==> images/cell_classes.png <==
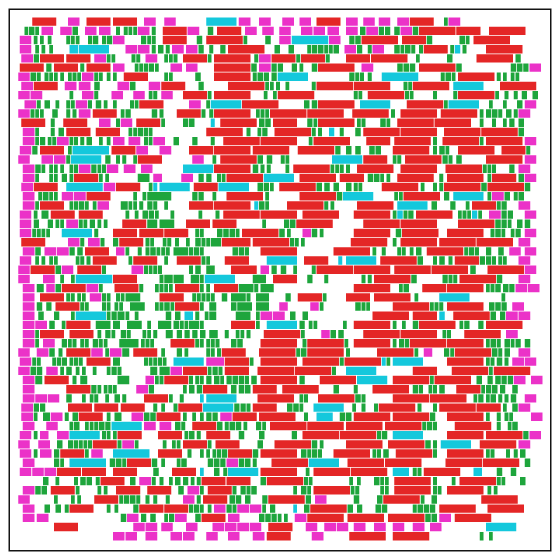
==> images/wire_density.png <==
The bar under the picture is 50 um long. 32 x 32 tiles, from dark blue (low) to red (high), scaled to the fullest tile. Values are wire area over tile area, all layers added.
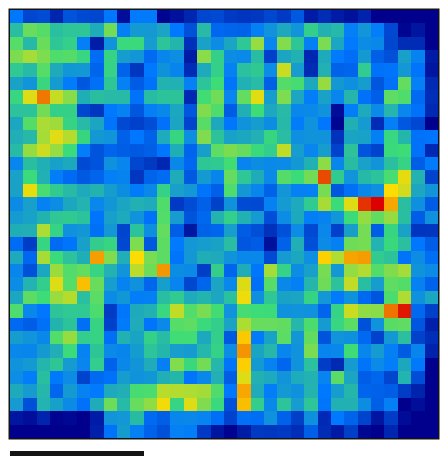
==> images/final_congestion.png <==
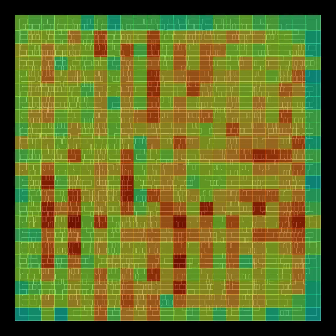
==> images/metal_stack.png <==
The bar under the picture is 50 um long.
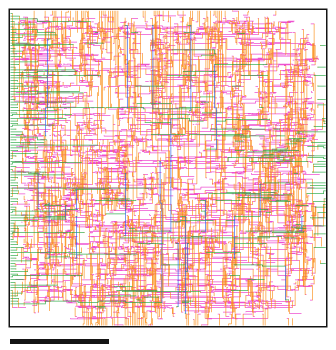
**config.mk**
```make
export PLATFORM = sky130hd
export DESIGN_NAME = axi_lite_i2c_cmd_bridge
export DESIGN_NICKNAME = d
export VERILOG_FILES = /design/src/rtl/axi_lite_i2c_cmd_bridge.sv
export SDC_FILE = /design/constraint.sdc
export NUM_CORES = 1
export LEC_CHECK = 0
export ABC_AREA = 1
export ABC_CLOCK_PERIOD_IN_PS = 8000
export CAP_MARGIN = 20
export CORE_MARGIN = 2
export CORE_UTILIZATION = 57
export DETAILED_ROUTE_END_ITERATION = 6
export PLACE_DENSITY_LB_ADDON = 0.12
export SYNTH_ARGS = -nofsm -noshare
export SYNTH_HDL_FRONTEND = slang
export SYNTH_SLANG_ARGS = --single-unit
```
**constraint.sdc**
```tcl
create_clock -name ACLK -period 8 [get_ports ACLK]
set_clock_uncertainty 0.2 [all_clocks]
set_input_delay 1.6 -clock ACLK [delete_from_list [all_inputs] [get_ports ACLK]]
set_output_delay 1.6 -clock ACLK [all_outputs]
set_load 0.01 [all_outputs]
```
**src/rtl/axi_lite_i2c_cmd_bridge.sv**
```systemverilog
// AXI4-Lite slave that turns register writes/reads into an ordered command stream
// for an I2C master, with a first-word-fall-through command FIFO and a read reply timeout.
module axi_lite_i2c_cmd_bridge #(
  parameter int                    ADDR_WIDTH     = 32,
  parameter int                    DATA_WIDTH     = 32,
  parameter int                    FIFO_DEPTH     = 4,
  parameter logic [ADDR_WIDTH-1:0] BASE_ADDR      = 32'h1233_0000,
  parameter int                    ADDR_SPAN_BITS = 16,
  parameter int                    TIMEOUT_CYCLES = 1024
) (
  input  logic                          ACLK,
  input  logic                          ARESET,
  input  logic                          AWVALID,
  output logic                          AWREADY,
  input  logic [ADDR_WIDTH-1:0]         AWADDR,
  input  logic                          WVALID,
  output logic                          WREADY,
  input  logic [DATA_WIDTH-1:0]         WDATA,
  input  logic [DATA_WIDTH/8-1:0]       WSTRB,
  output logic                          BVALID,
  input  logic                          BREADY,
  output logic [1:0]                    BRESP,
  input  logic                          ARVALID,
  output logic                          ARREADY,
  input  logic [ADDR_WIDTH-1:0]         ARADDR,
  output logic                          RVALID,
  input  logic                          RREADY,
  output logic [DATA_WIDTH-1:0]         RDATA,
  output logic [1:0]                    RRESP,
  output logic                          CMD_VALID,
  input  logic                          CMD_READY,
  output logic                          CMD_RD,
  output logic [ADDR_SPAN_BITS-1:0]     CMD_ADDR,
  output logic [DATA_WIDTH-1:0]         CMD_DATA,
  input  logic                          RD_RSP_VALID,
  input  logic [DATA_WIDTH-1:0]         RD_RSP_DATA,
  input  logic                          RD_RSP_ERR,
  output logic                          RD_ABORT,
  output logic [$clog2(FIFO_DEPTH):0]   FIFO_LEVEL
);

  localparam int STRB_W  = DATA_WIDTH / 8;
  localparam int PTR_W   = $clog2(FIFO_DEPTH);
  localparam int LVL_W   = PTR_W + 1;
  localparam int ENTRY_W = 1 + ADDR_SPAN_BITS + DATA_WIDTH;
  localparam int TMR_W   = $clog2(TIMEOUT_CYCLES + 1);
  localparam logic [1:0] RESP_OKAY   = 2'b00;
  localparam logic [1:0] RESP_SLVERR = 2'b10;

  typedef enum logic       {W_IDLE, W_RESP} w_state_e;
  typedef enum logic [1:0] {R_IDLE, R_PUSH, R_WAIT, R_RESP} r_state_e;

  function automatic logic addr_hit(input logic [ADDR_WIDTH-1:0] a);
    return a[ADDR_WIDTH-1:ADDR_SPAN_BITS] == BASE_ADDR[ADDR_WIDTH-1:ADDR_SPAN_BITS];
  endfunction

  w_state_e                  w_state_q, w_state_d;
  logic                      aw_held_q, aw_held_d, w_held_q, w_held_d;
  logic [ADDR_WIDTH-1:0]     aw_addr_q, aw_addr_d;
  logic [DATA_WIDTH-1:0]     w_data_q, w_data_d;
  logic [STRB_W-1:0]         w_strb_q, w_strb_d;
  logic [1:0]                bresp_q, bresp_d;

  r_state_e                  r_state_q, r_state_d;
  logic [ADDR_SPAN_BITS-1:0] ar_off_q, ar_off_d;
  logic [DATA_WIDTH-1:0]     rdata_q, rdata_d;
  logic [1:0]                rresp_q, rresp_d;
  logic [TMR_W-1:0]          timer_q, timer_d;
  logic                      rd_abort_q, rd_abort_d;

  logic [ENTRY_W-1:0]        mem [FIFO_DEPTH];
  logic [PTR_W-1:0]          wr_ptr_q, wr_ptr_d, rd_ptr_q, rd_ptr_d;
  logic [LVL_W-1:0]          count_q, count_d;
  logic                      full_q, full_d;

  logic                      both_held, wr_ok, wr_push, wr_commit, rd_push, push, pop, empty;
  logic [ENTRY_W-1:0]        push_entry, head;

  // Arbitration: a write commit always owns the single push port; a read waits a cycle.
  assign empty      = (count_q == '0);
  assign both_held  = aw_held_q && w_held_q && (w_state_q == W_IDLE);
  assign wr_ok      = addr_hit(aw_addr_q) && (&w_strb_q);
  assign wr_push    = both_held && wr_ok && !full_q;
  assign wr_commit  = both_held && (!wr_ok || !full_q);
  assign rd_push    = (r_state_q == R_PUSH) && !full_q && !wr_push;
  assign push       = wr_push || rd_push;
  assign pop        = !empty && CMD_READY;
  assign push_entry = wr_push ? {1'b0, aw_addr_q[ADDR_SPAN_BITS-1:0], w_data_q}
                              : {1'b1, ar_off_q, {DATA_WIDTH{1'b0}}};
  assign head       = empty ? '0 : mem[rd_ptr_q];

  assign AWREADY    = !aw_held_q && (w_state_q == W_IDLE);
  assign WREADY     = !w_held_q && (w_state_q == W_IDLE);
  assign BVALID     = (w_state_q == W_RESP);
  assign BRESP      = bresp_q;
  assign ARREADY    = (r_state_q == R_IDLE);
  assign RVALID     = (r_state_q == R_RESP);
  assign RDATA      = rdata_q;
  assign RRESP      = rresp_q;
  assign RD_ABORT   = rd_abort_q;
  assign CMD_VALID  = !empty;
  assign CMD_RD     = head[ENTRY_W-1];
  assign CMD_ADDR   = head[ENTRY_W-2 -: ADDR_SPAN_BITS];
  assign CMD_DATA   = head[DATA_WIDTH-1:0];
  assign FIFO_LEVEL = count_q;

  // NOTE: every variable gets its default before any branch, so no path leaves one unassigned (no latch).
  always_comb begin
    w_state_d = w_state_q;
    aw_held_d = aw_held_q;
    aw_addr_d = aw_addr_q;
    w_held_d  = w_held_q;
    w_data_d  = w_data_q;
    w_strb_d  = w_strb_q;
    bresp_d   = bresp_q;
    if (AWVALID && AWREADY) begin
      aw_held_d = 1'b1;
      aw_addr_d = AWADDR;
    end
    if (WVALID && WREADY) begin
      w_held_d = 1'b1;
      w_data_d = WDATA;
      w_strb_d = WSTRB;
    end
    unique case (w_state_q)
      W_IDLE: if (wr_commit) begin
        w_state_d = W_RESP;
        aw_held_d = 1'b0;
        w_held_d  = 1'b0;
        bresp_d   = wr_push ? RESP_OKAY : RESP_SLVERR;
      end
      W_RESP: if (BREADY) w_state_d = W_IDLE;
      default: w_state_d = W_IDLE;
    endcase
  end

  always_comb begin
    r_state_d  = r_state_q;
    ar_off_d   = ar_off_q;
    rdata_d    = rdata_q;
    rresp_d    = rresp_q;
    timer_d    = timer_q;
    rd_abort_d = 1'b0;
    unique case (r_state_q)
      R_IDLE: if (ARVALID) begin
        if (addr_hit(ARADDR)) begin
          ar_off_d  = ARADDR[ADDR_SPAN_BITS-1:0];
          r_state_d = R_PUSH;
        end else begin
          rdata_d   = '0;
          rresp_d   = RESP_SLVERR;
          r_state_d = R_RESP;
        end
      end
      R_PUSH: if (rd_push) begin
        timer_d   = '0;
        r_state_d = R_WAIT;
      end
      R_WAIT: begin
        if (RD_RSP_VALID) begin
          rdata_d   = RD_RSP_DATA;
          rresp_d   = RD_RSP_ERR ? RESP_SLVERR : RESP_OKAY;
          r_state_d = R_RESP;
        end else if (timer_q == TMR_W'(TIMEOUT_CYCLES - 1)) begin
          rd_abort_d = 1'b1;
          rdata_d    = '0;
          rresp_d    = RESP_SLVERR;
          r_state_d  = R_RESP;
        end else begin
          timer_d = timer_q + TMR_W'(1);
        end
      end
      R_RESP: if (RREADY) r_state_d = R_IDLE;
      default: r_state_d = R_IDLE;
    endcase
  end

  // Full comes from the registered level, so a pop cannot free a slot for a push in the same cycle.
  always_comb begin
    wr_ptr_d = push ? wr_ptr_q + PTR_W'(1) : wr_ptr_q;
    rd_ptr_d = pop  ? rd_ptr_q + PTR_W'(1) : rd_ptr_q;
    count_d  = count_q;
    unique case ({push, pop})
      2'b10:   count_d = count_q + LVL_W'(1);
      2'b01:   count_d = count_q - LVL_W'(1);
      default: count_d = count_q;
    endcase
    full_d = (count_d == LVL_W'(FIFO_DEPTH));
  end

  // NOTE: state uses non-blocking assignments so every register samples pre-edge values.
  always_ff @(posedge ACLK) begin
    if (ARESET) begin
      w_state_q  <= W_IDLE;
      aw_held_q  <= 1'b0;
      aw_addr_q  <= '0;
      w_held_q   <= 1'b0;
      w_data_q   <= '0;
      w_strb_q   <= '0;
      bresp_q    <= RESP_OKAY;
      r_state_q  <= R_IDLE;
      ar_off_q   <= '0;
      rdata_q    <= '0;
      rresp_q    <= RESP_OKAY;
      timer_q    <= '0;
      rd_abort_q <= 1'b0;
      wr_ptr_q   <= '0;
      rd_ptr_q   <= '0;
      count_q    <= '0;
      full_q     <= 1'b0;
    end else begin
      w_state_q  <= w_state_d;
      aw_held_q  <= aw_held_d;
      aw_addr_q  <= aw_addr_d;
      w_held_q   <= w_held_d;
      w_data_q   <= w_data_d;
      w_strb_q   <= w_strb_d;
      bresp_q    <= bresp_d;
      r_state_q  <= r_state_d;
      ar_off_q   <= ar_off_d;
      rdata_q    <= rdata_d;
      rresp_q    <= rresp_d;
      timer_q    <= timer_d;
      rd_abort_q <= rd_abort_d;
      wr_ptr_q   <= wr_ptr_d;
      rd_ptr_q   <= rd_ptr_d;
      count_q    <= count_d;
      full_q     <= full_d;
    end
  end

  // NOTE: FIFO storage has no reset; entries are only visible once the level says they were written.
  always_ff @(posedge ACLK) begin
    if (push) mem[wr_ptr_q] <= push_entry;
  end

endmodule

```
==> metrics.cfg <==
[final_layout]
design_area_um2=17600
ff_count=341
largest_reg_flops=196
antennaDiodeCount=1
n_all_inverters=131
fillers=1815
largest_class=sequential cells

[logic_synthesis]
synth.area.top_cells=edfxtp_1 43%, dfxtp_1 21%, nor2_1 12%, o21ai_0 6.9%, a21oi_1 5.3%
yosysUniqueCellTypes=32
yosysWarnings=0
synth_flops=341

[cts]
cts_hold_buf=0
cts_buffer_depth=3
cts.clk_slew.worst_paths_ns=0.06
cts_sinks=341
cts.htree.levels=2

[setup_path]
worst-path-stages=5

[grt]
use_met1_pct=32.0
antenna_found_initial=1
grt_overflow_total=0
grt_use_met2_pct=42.6
grt_pass1_vias=10300

[floorplanning]
taps=324
io_pins=237

[power]
seq_power_share_pct=39.6
top_power_group=registers
pwr-share-comb_pct=30.8
powerClk_mw=1.74
p_leak_nw=6.56

[place]
portBuffers=234
globalplace.congestion=0.843
dp_cells=1976

[flow_run]
warning_count=32

[drt]
num_vias=10600
wire_per_inst_um=15.9

[timing]
setup_violations=0
timing.final.crit_period_ns=5.38
rsz0062_at_grt=no

[outcome]
status=finished, final reports clean

Notes on cell_classes.png above:
other buffers and delay cells: in magenta, cells 246, share of their area 14%. clock drivers and dummy loads: in cyan, cells 62, share of their area 7.2%. all other logic: in green, cells 1065, share of their area 27%. flops: in red, cells 341, share of their area 51%.

Notes on wire_density.png above:
17% of the tiles are over half the peak. The fullest tile reaches 0.61. 3.2% of the tiles are nearly empty. The mean over all tiles is 0.21.

Notes on final_congestion.png above:
Finished Core Util: 73.0%
GRT Overall Usage: 25.2%

Notes on metal_stack.png above:
met1: in magenta, wire length 13200 um. met3: in green, wire length 2880 um. met4: in blue, wire length 637 um. met2: in orange, wire length 15700 um.

Power figures rest on the tool's default switching activity, not on a simulated workload.
